[src/rtl/spi_master.sv]
// SPI EEPROM master, mode 0, 3-wire bus (sdo/sdoe/sdi).
// Frame: command byte (0x02 write / 0x03 read), 24-bit address, data, MSB first.
// Optional feature macro: SPI_MASTER_BURST_EN (sequential-address bursts in HOLD).
module spi_master #(
   parameter int ADDR_WIDTH = 18,
   parameter int DATA_WIDTH = 8,
   parameter int CLK_DIV    = 2
) (
   input  logic                  clk,
   input  logic                  rst,
   input  logic                  cmd_valid,
   output logic                  cmd_ready,
   input  logic                  cmd_write,
   input  logic [ADDR_WIDTH-1:0] cmd_addr,
   input  logic [DATA_WIDTH-1:0] cmd_wdata,
   output logic                  rsp_valid,
   output logic [DATA_WIDTH-1:0] rsp_rdata,
   output logic                  busy,
   output logic                  sck,
   output logic                  cs_n,
   output logic                  sdo,
   output logic                  sdoe,
   input  logic                  sdi
);

   localparam int              SW     = 32 + DATA_WIDTH;
   localparam logic [8:0]      DIV_M1 = 9'(CLK_DIV - 1);
   localparam logic [8:0]      GAP_M1 = 9'(2 * CLK_DIV - 1);
   localparam logic [15:0]     DW_M1  = 16'(DATA_WIDTH - 1);

   typedef enum logic [2:0] {IDLE, SETUP, CMD, ADDR, TURN, DATA, HOLD, GAP} state_t;

   state_t                  state, nxt;
   logic [8:0]              divc;
   logic [15:0]             bitc;
   logic                    sck_q;
   logic                    wr;
   logic [SW-1:0]           sh;
   logic [DATA_WIDTH-1:0]   rx;
   logic                    shifting, wrap, rise, fall, burst_ok, rsp_evt;

   // Bit states toggle sck every CLK_DIV cycles; GAP runs for two half-periods.
   assign shifting = (state == CMD) || (state == ADDR) || (state == TURN) || (state == DATA);
   assign wrap     = (state == GAP) ? (divc == GAP_M1) : (divc == DIV_M1);
   assign rise     = shifting && wrap && !sck_q;
   assign fall     = shifting && wrap && sck_q;
   assign sck      = sck_q;
   assign sdo      = sh[SW-1];

`ifdef SPI_MASTER_BURST_EN
   logic [ADDR_WIDTH-1:0] addr, addr_inc;
   assign addr_inc = addr + 1'b1;
   // A same-type command at the next address continues the open frame.
   assign burst_ok = (state == HOLD) && cmd_valid && (cmd_write == wr) && (cmd_addr == addr_inc);
   // Each burst byte reports at the falling edge that ends its last bit.
   assign rsp_evt  = (state == DATA) && (nxt == HOLD) && !wr;
`else
   assign burst_ok = 1'b0;
   // Read data is reported on the edge that raises cs_n.
   assign rsp_evt  = (state == HOLD) && (nxt == GAP) && !wr;
`endif

   // State register.
   always_ff @(posedge clk) begin
      if (rst) state <= IDLE;
      else     state <= nxt;
   end

   // Next-state and bus control outputs.
   always_comb begin
      nxt       = state;
      cmd_ready = 1'b0;
      busy      = (state != IDLE);
      cs_n      = (state == IDLE) || (state == GAP);
      sdoe      = (state == SETUP) || (state == CMD) || (state == ADDR) ||
                  (wr && ((state == DATA) || (state == HOLD)));
      case (state)
         IDLE: begin
            cmd_ready = !rst;
            if (cmd_valid && !rst) nxt = SETUP;
         end
         SETUP: if (wrap) nxt = CMD;
         CMD:   if (fall && bitc == 16'd7)  nxt = ADDR;
         ADDR:  if (fall && bitc == 16'd23) nxt = wr ? DATA : TURN;
         TURN:  if (fall) nxt = DATA;
         DATA:  if (fall && bitc == DW_M1) nxt = HOLD;
         HOLD: begin
            cmd_ready = !rst && burst_ok;
            if (burst_ok)  nxt = DATA;
            else if (wrap) nxt = GAP;
         end
         GAP:   if (wrap) nxt = IDLE;
         default: nxt = IDLE;
      endcase
   end

   // Timing counters, shift registers, command latch and read response.
   always_ff @(posedge clk) begin
      if (rst) begin
         divc      <= '0;
         bitc      <= '0;
         sck_q     <= 1'b0;
         wr        <= 1'b0;
         sh        <= '0;
         rx        <= '0;
         rsp_valid <= 1'b0;
         rsp_rdata <= '0;
`ifdef SPI_MASTER_BURST_EN
         addr      <= '0;
`endif
      end else begin
         rsp_valid <= 1'b0;
         divc      <= (wrap || nxt != state) ? 9'd0 : divc + 1'b1;
         if (nxt != state) bitc <= '0;
         else if (fall)    bitc <= bitc + 1'b1;
         if (shifting && wrap) sck_q <= !sck_q;
         if (state == IDLE && nxt == SETUP) begin
            wr <= cmd_write;
            sh <= {(cmd_write ? 8'h02 : 8'h03), 24'(cmd_addr),
                   (cmd_write ? cmd_wdata : {DATA_WIDTH{1'b0}})};
`ifdef SPI_MASTER_BURST_EN
            addr <= cmd_addr;
         end else if (state == HOLD && nxt == DATA) begin
            sh   <= {(cmd_write ? cmd_wdata : {DATA_WIDTH{1'b0}}), 32'h0};
            addr <= addr_inc;
`endif
         end else if (fall) begin
            sh <= {sh[SW-2:0], 1'b0};
         end
         if (rise && state == DATA && !wr) rx <= {rx[DATA_WIDTH-2:0], sdi};
         if (rsp_evt) begin
            rsp_valid <= 1'b1;
            rsp_rdata <= rx;
         end
      end
   end

endmodule

[config.mk]
export PLATFORM = sky130hd
export DESIGN_NAME = spi_master
export DESIGN_NICKNAME = d
export VERILOG_FILES = /design/src/rtl/spi_master.sv
export SDC_FILE = /design/constraint.sdc
export NUM_CORES = 1
export LEC_CHECK = 0
export ABC_CLOCK_PERIOD_IN_PS = 4050
export CELL_PAD_IN_SITES_DETAIL_PLACEMENT = 0
export CELL_PAD_IN_SITES_GLOBAL_PLACEMENT = 2
export CORE_MARGIN = 5
export CORE_UTILIZATION = 40
export CTS_CLUSTER_DIAMETER = 40
export DETAILED_ROUTE_END_ITERATION = 10
export DONT_BUFFER_PORTS = 1
export GPL_ROUTABILITY_DRIVEN = 0
export PLACE_DENSITY_LB_ADDON = 0.1
export SLEW_MARGIN = 40
export SYNTH_ARGS = -nofsm -noshare
export SYNTH_HDL_FRONTEND = slang
export SYNTH_SLANG_ARGS = --single-unit
[constraint.sdc]
create_clock -name clk -period 4.05 [get_ports clk]
set_clock_uncertainty 0.2 [all_clocks]
set_input_delay 0.81 -clock clk [delete_from_list [all_inputs] [get_ports clk]]
set_output_delay 0.81 -clock clk [all_outputs]
set_load 0.02 [all_outputs]
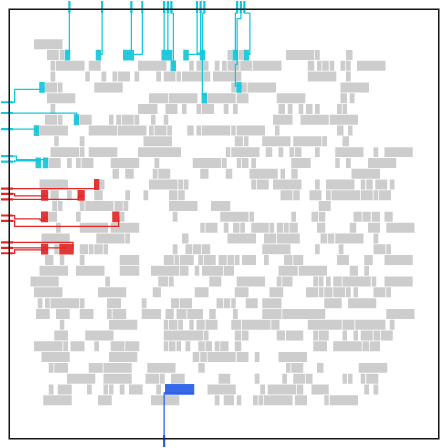
*Port wiring*
Key: blue = rsp_valid [bits 1, direction output, end cells 1, wire 18.4 µm]; cyan = cmd_addr [bits 18, direction input, end cells 18, wire 239 µm]; red = cmd_wdata [bits 8, direction input, end cells 8, wire 133 µm]

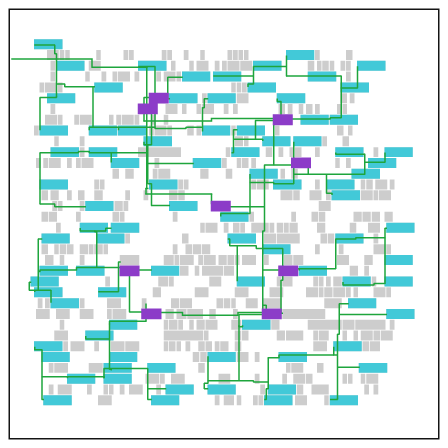
*Clock network drawn from the DEF*
Key: cyan = flip-flops [count 87]; green = clock wires [length 1,090 µm]; purple = clock-net drivers [count 9]
Position of the flops: spread over the die. There are 10 routed clock nets.

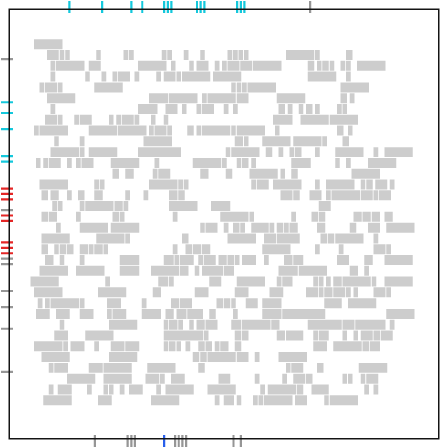
*Ports around the boundary*
Pins as bars across the die edge, other pins in grey.
Key: blue = rsp_valid [pins 1, direction output, edge bottom]; red = cmd_wdata [pins 8, direction input, edge left]; cyan = cmd_addr [pins 18, direction input, edge 13 top, 5 left]
All pins by edge: 21 left, 14 top, 11 bottom.

==> results.sh <==
# implementation run metrics
export IMPL_final_nonclk_buf_share_pct=0.904
export IMPL_placedInstanceArea_um2=3930
export IMPL_hold_viol=0
export IMPL_fillers=970
export IMPL_cts_num_sinks=87
export IMPL_dpl_hpwl_um=5420
export IMPL_status="finished clean"
export IMPL_crit_fanout=25
export IMPL_cp_start_kind="flop"
export IMPL_endpoint_kind="flop"
export IMPL_syn_instance_count=467
export IMPL_port_buffers=0
export IMPL_drc=0
export IMPL_maxPowerGroup="registers"
export IMPL_pre_cts_ws_ps=1280
export IMPL_switching_share_pct=26.7
export IMPL_grtUsageMet3_pct=4.74
export IMPL_diodes=0
export IMPL_r2r_start="state[1]"
export IMPL_htree_levels=3
export IMPL_warning_count=26
export IMPL_powerSeq_uw=945
export IMPL_drtIter0Drc=154
export IMPL_placedCellCount=573
export IMPL_ctsLongestPathBuffers=2
export IMPL_flop_count=87
export IMPL_inverters=10
export IMPL_cts_root_buf="clkbuf_8"
export IMPL_area_growth_synth_to_final_pct=8.32
export IMPL_final_design_area_no_fill_um2=4150
export IMPL_synth_seq_share_pct=45.4
export IMPL_grt_use_met1_pct=19.6
export IMPL_crit_chain="xor2_1 -> nand4_2 -> nor3_4 -> a311oi_1 -> a221oi_2 -> buf_4 -> nor2_1"
export IMPL_ys_ff=87
export IMPL_slowest_delay_ps=660
export IMPL_top_area_cell="dfxtp_1"
export IMPL_min_delay_start="sh[28]"
export IMPL_synth_main_ff_cell="dfxtp_1"
export IMPL_edf_count=0
export IMPL_seqCellArea_um2=1740
export IMPL_path_class="flop to flop"
export IMPL_regMostFlops="sh"
export IMPL_whs_ps=251
export IMPL_drv_slew=0
==> cells by family (layout without fill, tap and decap cells) <==
| logic type | Yosys count | count (layout) | synth area share (%) |
|---|---|---|---|
| compound gates | 61 | 61 | 11.6 |
| simple gates | 236 | 236 | 28.2 |
| xor+xnor | 25 | 25 | 5.71 |
| flops | 87 | 87 | 45.4 |
| fa+ha+maj | 2 | 2 | 0.652 |
| mux | 18 | 18 | 4.70 |
| buf+inv | 38 | 31 | 3.82 |
==> cells in the mapped netlist (all sizes together) (2+ instances only) <==
cell and count:
nand2 93, dfxtp 87, nor2 81, a21oi 27
clkbuf 24, a311oi 20, mux2i 18, nand3 17
xor2 15, nor4 14, inv 10, xnor2 10
nand4 8, nor3 5, and3 4, buf 4
o21ai 4, nor2b 3, or2 3, or4 3
a2111oi 2, ha 2, nand2b 2
